$ cat src/rtl/pulse_amp_pkg.sv
// Shared definitions for the pulse amplifier array: edge-select codes,
// channel FSM states and a counter-width helper.
package pulse_amp_pkg;

  // edge_sel codes: bit 0 arms the falling edge, bit 1 arms the rising edge
  localparam logic [1:0] EDGE_OFF  = 2'b00;
  localparam logic [1:0] EDGE_FALL = 2'b01;
  localparam logic [1:0] EDGE_RISE = 2'b10;
  localparam logic [1:0] EDGE_BOTH = 2'b11;

  typedef enum logic [1:0] {
    ST_IDLE  = 2'd0,
    ST_PULSE = 2'd1,
    ST_DEAD  = 2'd2
  } state_t;

  // Bits needed to hold 0..maxval; never less than one bit so that a
  // zero-length lockout still yields a legal vector.
  function automatic int cnt_width(input int maxval);
    return (maxval < 1) ? 1 : $clog2(maxval + 1);
  endfunction

endpackage

$ cat src/rtl/pulse_amp_chan.sv
// One pulse channel: optional input synchroniser, AND gate, edge detector
// and the IDLE/PULSE/DEAD one-shot with retrigger and sticky miss flag.
module pulse_amp_chan
  import pulse_amp_pkg::*;
#(
  parameter int NIN  = 3,
  parameter int PW   = 9,
  parameter int DEAD = 0,
  parameter int SYNC = 0
) (
  input  logic           clk,
  input  logic           rst,
  input  logic [NIN-1:0] gate,
  input  logic [1:0]     edge_sel,
  input  logic           retrig,
  input  logic           miss_clr,
  output logic           pulse_n,
  output logic           busy,
  output logic           miss
);

  localparam int CW = cnt_width(PW);
  localparam int DW = cnt_width(DEAD);
  localparam logic [CW-1:0] CNT_ONE  = CW'(1);
  localparam logic [CW-1:0] CNT_END  = CW'(PW);
  localparam logic [DW-1:0] DCNT_ONE = DW'(1);
  localparam logic [DW-1:0] DCNT_END = DW'(DEAD);

  logic [NIN-1:0] gate_s;
  logic           g;
  logic           g_prev_reg;
  logic           primed_reg;
  logic           trig_raw;
  logic           trig;
  state_t         state_reg, state_next;
  logic [CW-1:0]  cnt_reg, cnt_next;
  logic [DW-1:0]  dcnt_reg, dcnt_next;
  logic           miss_set;
  logic           miss_reg;
  logic           pulse_n_reg;
  logic           busy_reg;

  generate
    if (SYNC != 0) begin : g_sync
      logic [NIN-1:0] meta_reg;
      logic [NIN-1:0] sync_reg;
      // two-flop synchroniser on every gate bit
      always_ff @(posedge clk or posedge rst) begin
        if (rst) begin
          meta_reg <= '0;
          sync_reg <= '0;
        end else begin
          meta_reg <= gate;
          sync_reg <= meta_reg;
        end
      end
      assign gate_s = sync_reg;
    end else begin : g_nosync
      assign gate_s = gate;
    end
  endgenerate

  assign g = &gate_s;

  // edge detection against last cycle's level, suppressed until primed
  always_comb begin
    trig_raw = 1'b0;
    case (edge_sel)
      EDGE_FALL: trig_raw = g_prev_reg & ~g;
      EDGE_RISE: trig_raw = ~g_prev_reg & g;
      EDGE_BOTH: trig_raw = g_prev_reg ^ g;
      default:   trig_raw = 1'b0;
    endcase
    trig = primed_reg & trig_raw;
  end

  // one-shot sequencing; a trigger on the final pulse cycle is treated as
  // a trigger during the pulse (reload or miss)
  always_comb begin
    state_next = state_reg;
    cnt_next   = cnt_reg;
    dcnt_next  = dcnt_reg;
    miss_set   = 1'b0;
    case (state_reg)
      ST_IDLE: begin
        if (trig) begin
          state_next = ST_PULSE;
          cnt_next   = CNT_ONE;
        end
      end
      ST_PULSE: begin
        if (trig && retrig) begin
          cnt_next = CNT_ONE;
        end else begin
          miss_set = trig;
          if (cnt_reg == CNT_END) begin
            cnt_next = '0;
            if (DEAD == 0) begin
              state_next = ST_IDLE;
            end else begin
              state_next = ST_DEAD;
              dcnt_next  = DCNT_ONE;
            end
          end else begin
            cnt_next = cnt_reg + CNT_ONE;
          end
        end
      end
      ST_DEAD: begin
        miss_set = trig;
        if (dcnt_reg == DCNT_END) begin
          state_next = ST_IDLE;
          dcnt_next  = '0;
        end else begin
          dcnt_next = dcnt_reg + DCNT_ONE;
        end
      end
      default: begin
        state_next = ST_IDLE;
        cnt_next   = '0;
        dcnt_next  = '0;
      end
    endcase
  end

  // state, counters, history and registered (glitch-free) outputs
  always_ff @(posedge clk or posedge rst) begin
    if (rst) begin
      state_reg   <= ST_IDLE;
      cnt_reg     <= '0;
      dcnt_reg    <= '0;
      g_prev_reg  <= 1'b0;
      primed_reg  <= 1'b0;
      miss_reg    <= 1'b0;
      pulse_n_reg <= 1'b1;
      busy_reg    <= 1'b0;
    end else begin
      state_reg   <= state_next;
      cnt_reg     <= cnt_next;
      dcnt_reg    <= dcnt_next;
      g_prev_reg  <= g;
      primed_reg  <= 1'b1;
      // a new miss beats a simultaneous clear
      miss_reg    <= miss_set ? 1'b1 : (miss_clr ? 1'b0 : miss_reg);
      pulse_n_reg <= (state_next != ST_PULSE);
      busy_reg    <= (state_next != ST_IDLE);
    end
  end

  assign pulse_n = pulse_n_reg;
  assign busy    = busy_reg;
  assign miss    = miss_reg;

endmodule

$ cat src/rtl/pulse_amp_array.sv
// Array of NCH independent gated one-shot pulse channels.
module pulse_amp_array
  import pulse_amp_pkg::*;
#(
  parameter int NCH  = 2,
  parameter int NIN  = 3,
  parameter int PW   = 9,
  parameter int DEAD = 0,
  parameter int SYNC = 0
) (
  input  logic               clk,
  input  logic               rst,
  input  logic [NCH*NIN-1:0] gate_in,
  input  logic [2*NCH-1:0]   edge_sel,
  input  logic [NCH-1:0]     retrig,
  input  logic [NCH-1:0]     miss_clr,
  output logic [NCH-1:0]     pulse_n,
  output logic [NCH-1:0]     busy,
  output logic [NCH-1:0]     miss
);

  generate
    for (genvar gi = 0; gi < NCH; gi++) begin : g_chan
      pulse_amp_chan #(
        .NIN  (NIN),
        .PW   (PW),
        .DEAD (DEAD),
        .SYNC (SYNC)
      ) u_chan (
        .clk      (clk),
        .rst      (rst),
        .gate     (gate_in[gi*NIN +: NIN]),
        .edge_sel (edge_sel[2*gi +: 2]),
        .retrig   (retrig[gi]),
        .miss_clr (miss_clr[gi]),
        .pulse_n  (pulse_n[gi]),
        .busy     (busy[gi]),
        .miss     (miss[gi])
      );
    end
  endgenerate

endmodule

$ cat config.mk
export PLATFORM = sky130hd
export DESIGN_NAME = pulse_amp_array
export DESIGN_NICKNAME = d
export VERILOG_FILES = /design/src/rtl/pulse_amp_pkg.sv /design/src/rtl/pulse_amp_chan.sv /design/src/rtl/pulse_amp_array.sv
export SDC_FILE = /design/constraint.sdc
export NUM_CORES = 1
export LEC_CHECK = 0
export CELL_PAD_IN_SITES_DETAIL_PLACEMENT = 1
export CELL_PAD_IN_SITES_GLOBAL_PLACEMENT = 1
export CORE_MARGIN = 5
export CORE_UTILIZATION = 43
export DETAILED_ROUTE_END_ITERATION = 6
export GPL_ROUTABILITY_DRIVEN = 0
export MAX_ROUTING_LAYER = met4
export PLACE_DENSITY_LB_ADDON = 0.25
export SLEW_MARGIN = 5
export SYNTH_ARGS = -nofsm -noshare
export SYNTH_HDL_FRONTEND = slang
export SYNTH_SLANG_ARGS = --single-unit
$ cat constraint.sdc
create_clock -name clk -period 4.74 [get_ports clk]
set_input_delay 0.474 -clock clk [delete_from_list [all_inputs] [get_ports clk]]
set_output_delay 0.474 -clock clk [all_outputs]
set_load 0.01 [all_outputs]
==> qor.log <==
[setup_path] Bufs and invs on worst path 2
[setup_path] category of the worst setup path launch point input port
[setup_path] largest stage delay on the critical path 0.46 ns
[routing] met3 routed WL 99 um
[routing] total iterations of the first detailed-routing run 4
[global_route] total global routing overflow 0
[setup_path] crit end category register
[die] Std-Cell Core Area 3280 um^2
[die] number of placement rows 21
[routing] routed length per instance 14.8 um
[logic_synthesis] share of synthesized area spent on multiplexers 0.789%
[setup_path] cell-by-cell listing of the critical path clkdlybuf4s50_1, nand3_1, inv_1, ha_1, nor2b_1, o211ai_1, nand2_1, a31oi_1, o311a_1
[logic_synthesis] sequential area share after synthesis 37.0%
[finish] number of flip-flops in the largest register 8
[sta] cycle use final 47.5%
[power_and_ir_drop] Power Combinational 304 uW
[power_and_ir_drop] Clk power 92.6 uW
[sta] actual slew at the worst max-slew pin 0.824 ns
[sta] peak clock frequency supported by timing 444 MHz
[cts] number of buffers on the longest clock path 2
[placement] post-place instance area 1640 um^2
[global_route] maximum number of pins on one net before global-route repair 22
[global_route] number of global-route vias before repair 1294
[cts] root cell of the clock tree clkbuf_4
[routing] Iteration-0 DRC Markers 39
[logic_synthesis] Post-synth EDFFs 0
[finish] post-route design area 1670 um^2
[die] initial cell density of the core 43.4%
[logic_synthesis] area fraction in xor and xnor cells 0.614%
[finish] leading cell types in the layout, fill and taps excluded clkdlybuf4s50_1 (21), dfrtp_1 (19), inv_1 (18), ha_1 (16)
[routing] post-detailed-routing wire length 3270 um
[setup_path] flop-to-flop setup slack 2.80 ns
[logic_synthesis] area fraction in compound gates after synthesis 20.0%
[sta] final sum of negative setup slack 0 ns
[logic_synthesis] area fraction in and, or, nand and nor cells 18.9%
[run] count of warning messages emitted by the tools 36
[power_and_ir_drop] proportion of total power due to net switching 39.5%
[setup_path] WP depth 9
[setup_path] r2r worst-path depth 7
[logic_synthesis] synthesized-area fraction occupied by adder cells 14.0%
[power_and_ir_drop] Max rail drop VDD 0.000173 V
[run] tally of max-capacitance violations 0
[worst_hold_path] hold path depth 2
[setup_path] Worst Setup SP gate_in[2]
[setup_path] capturing element of the worst setup path g_chan[0].u_chan.pulse_n$_DFF_PP1_
[routing] highest metal layer with signal wires met4
[logic_synthesis] netlist area before placement 1430 um^2
[global_route] initial antenna violation count 0
[placement] placed instance count 216
[power_and_ir_drop] Cell Pwr Density 400 nW/um^2
[setup_path] endpoint of the lowest-slack register-to-register path g_chan[0].u_chan.pulse_n$_DFF_PP1_
[sta] final critical delay including setup and external delays 2.25 ns
[cts] CTS HTree Levels 1
[routing] Post-route DRC 0
[cts] post-cts hold-fix buffer tally 0
[finish] share of post-route cells with drive strength above 1 5.75%
[setup_path] Crit path arrival time 2.51 ns
[routing] via density per instance 5.42
[logic_synthesis] Cells after Synth 157
[routing] wire length on met2 1680 um
[logic_synthesis] Synth async-reset ratio 100%
[finish] area added between synthesis and finish 16.9%
[routing] Via Count 1192
[logic_synthesis] Syn Nets 189
[finish] number of cells in the finished layout apart from fillers 220
[setup_path] RR Startpoint g_chan[0].u_chan.g_prev_reg$_DFF_PP0_
[die] chip area 4570 um^2
[run_status] run status finished, final reports clean
[finish] Final #Nets 207
[power_and_ir_drop] Power Internal 403 uW
[logic_synthesis] main flop type dfrtp_1
[power_and_ir_drop] Pwr top combinational cells
[die] Top Ports 22
[worst_hold_path] Min-Delay Path Class register to register
[global_route] global-route wire length before repair 5710 um
[power_and_ir_drop] power of the sequential group 270 uW
[die] die width 67.6 um
[sta] RSZ-0062 raised after global routing no
[cts] number of buffers added for setup after CTS 0
[power_and_ir_drop] Sequential Power Share 40.5%
[setup_path] required time of the critical path 5.00 ns
## cells in the mapped netlist, types with 4 or more instances
cell type	count	area share, %
nand3_1	10	3.5
buf_4	6	3.2
nor2b_1	7	3.1
nand2_1	10	2.6
a21oi_1	8	2.8
inv_1	18	4.7
o21ai_0	10	3.5
dfrtp_1	19	33
o22ai_1	4	1.8
nor2_1	4	1.1
ha_1	16	14
## worst min path at each step
| stage | to | from |
|---|---|---|
| after floorplan | g_chan[0].u_chan.busy$_DFF_PP0_ | rst |
| after global placement | g_chan[1].u_chan.miss$_DFFE_PP0P_ | g_chan[1].u_chan.miss$_DFFE_PP0P_ |
| after detailed placement | g_chan[1].u_chan.miss$_DFFE_PP0P_ | g_chan[1].u_chan.miss$_DFFE_PP0P_ |
| after CTS | g_chan[1].u_chan.miss$_DFFE_PP0P_ | g_chan[1].u_chan.miss$_DFFE_PP0P_ |
| after global routing | g_chan[1].u_chan.miss$_DFFE_PP0P_ | g_chan[1].u_chan.miss$_DFFE_PP0P_ |
| final | g_chan[1].u_chan.miss$_DFFE_PP0P_ | g_chan[1].u_chan.miss$_DFFE_PP0P_ |
## per-stage QoR
step,power [uW],setup slack (ns)
after floorplan,492,2.85
after global placement,557,2.28
after detailed placement,581,2.13
after CTS,676,2.48
after global routing,727,2.29
final,667,2.49
## area by class of cell
class | instances | area [um^2] | area share, %
clock buffers | 4 | 26.3 | 1.58
inverters | 18 | 67.6 | 4.05
flip-flops and latches | 21 | 528 | 31.7
multi-input cells | 110 | 778 | 46.7
well taps | 46 | 57.6 | 3.45
repair buffers | 21 | 210 | 12.6
## routing by layer
| layer | vias up | track usage (%) |
|---|---|---|
| met3 | 6 | 2.66 |
| met4 | 0 | 6.84 |
| li1 | 587 | - |
| met1 | 582 | 19.2 |
| met5 | - | - |
| met2 | 17 | 29.4 |
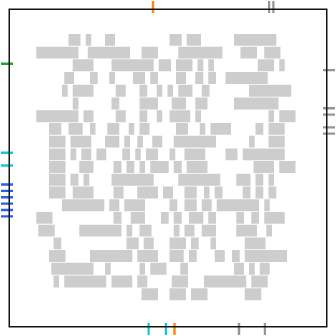
(images/pins.png)
Pins as bars across the die edge, other pins in grey.
| colour | port | pins | direction | edge |
|---|---|---|---|---|
| orange | retrig | 2 | input | 1 north, 1 south |
| blue | gate_in | 6 | input | west |
| cyan | edge_sel | 4 | input | 2 west, 2 south |
| green | clk | 1 | input | west |
all pins by edge: 9 west, 5 east, 5 south, 3 north

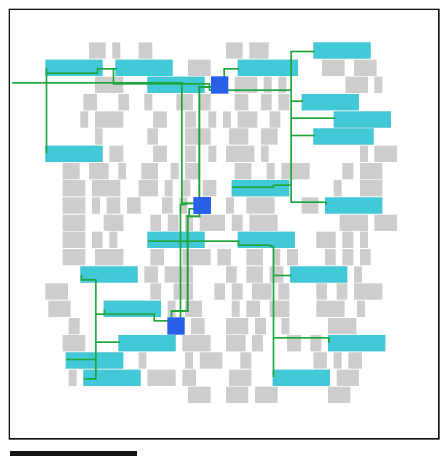
(images/clock_map.png)
The bar under the picture is 20 um long.
[green] clock wires | length: 329 um
[cyan] flip-flops | count: 21
[blue] cells driving clock nets | count: 3
flops lie: widely spread
routed clock nets: 4

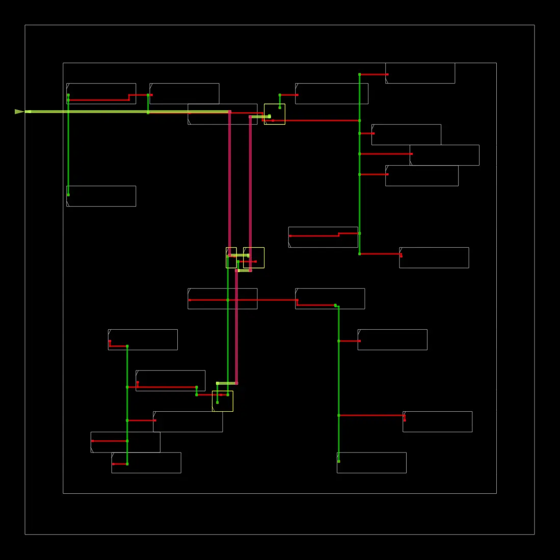
(images/final_clocks.png)
number of sinks handled by clock tree synthesis: 21
Num CTS Buffers: 3
number of clock buffers in the layout: 4
Worst-Skew Late Latency: 0.32 ns
clk_skew: 0.00454 ns

No activity file was given, so power comes from the tool's default toggle rates.
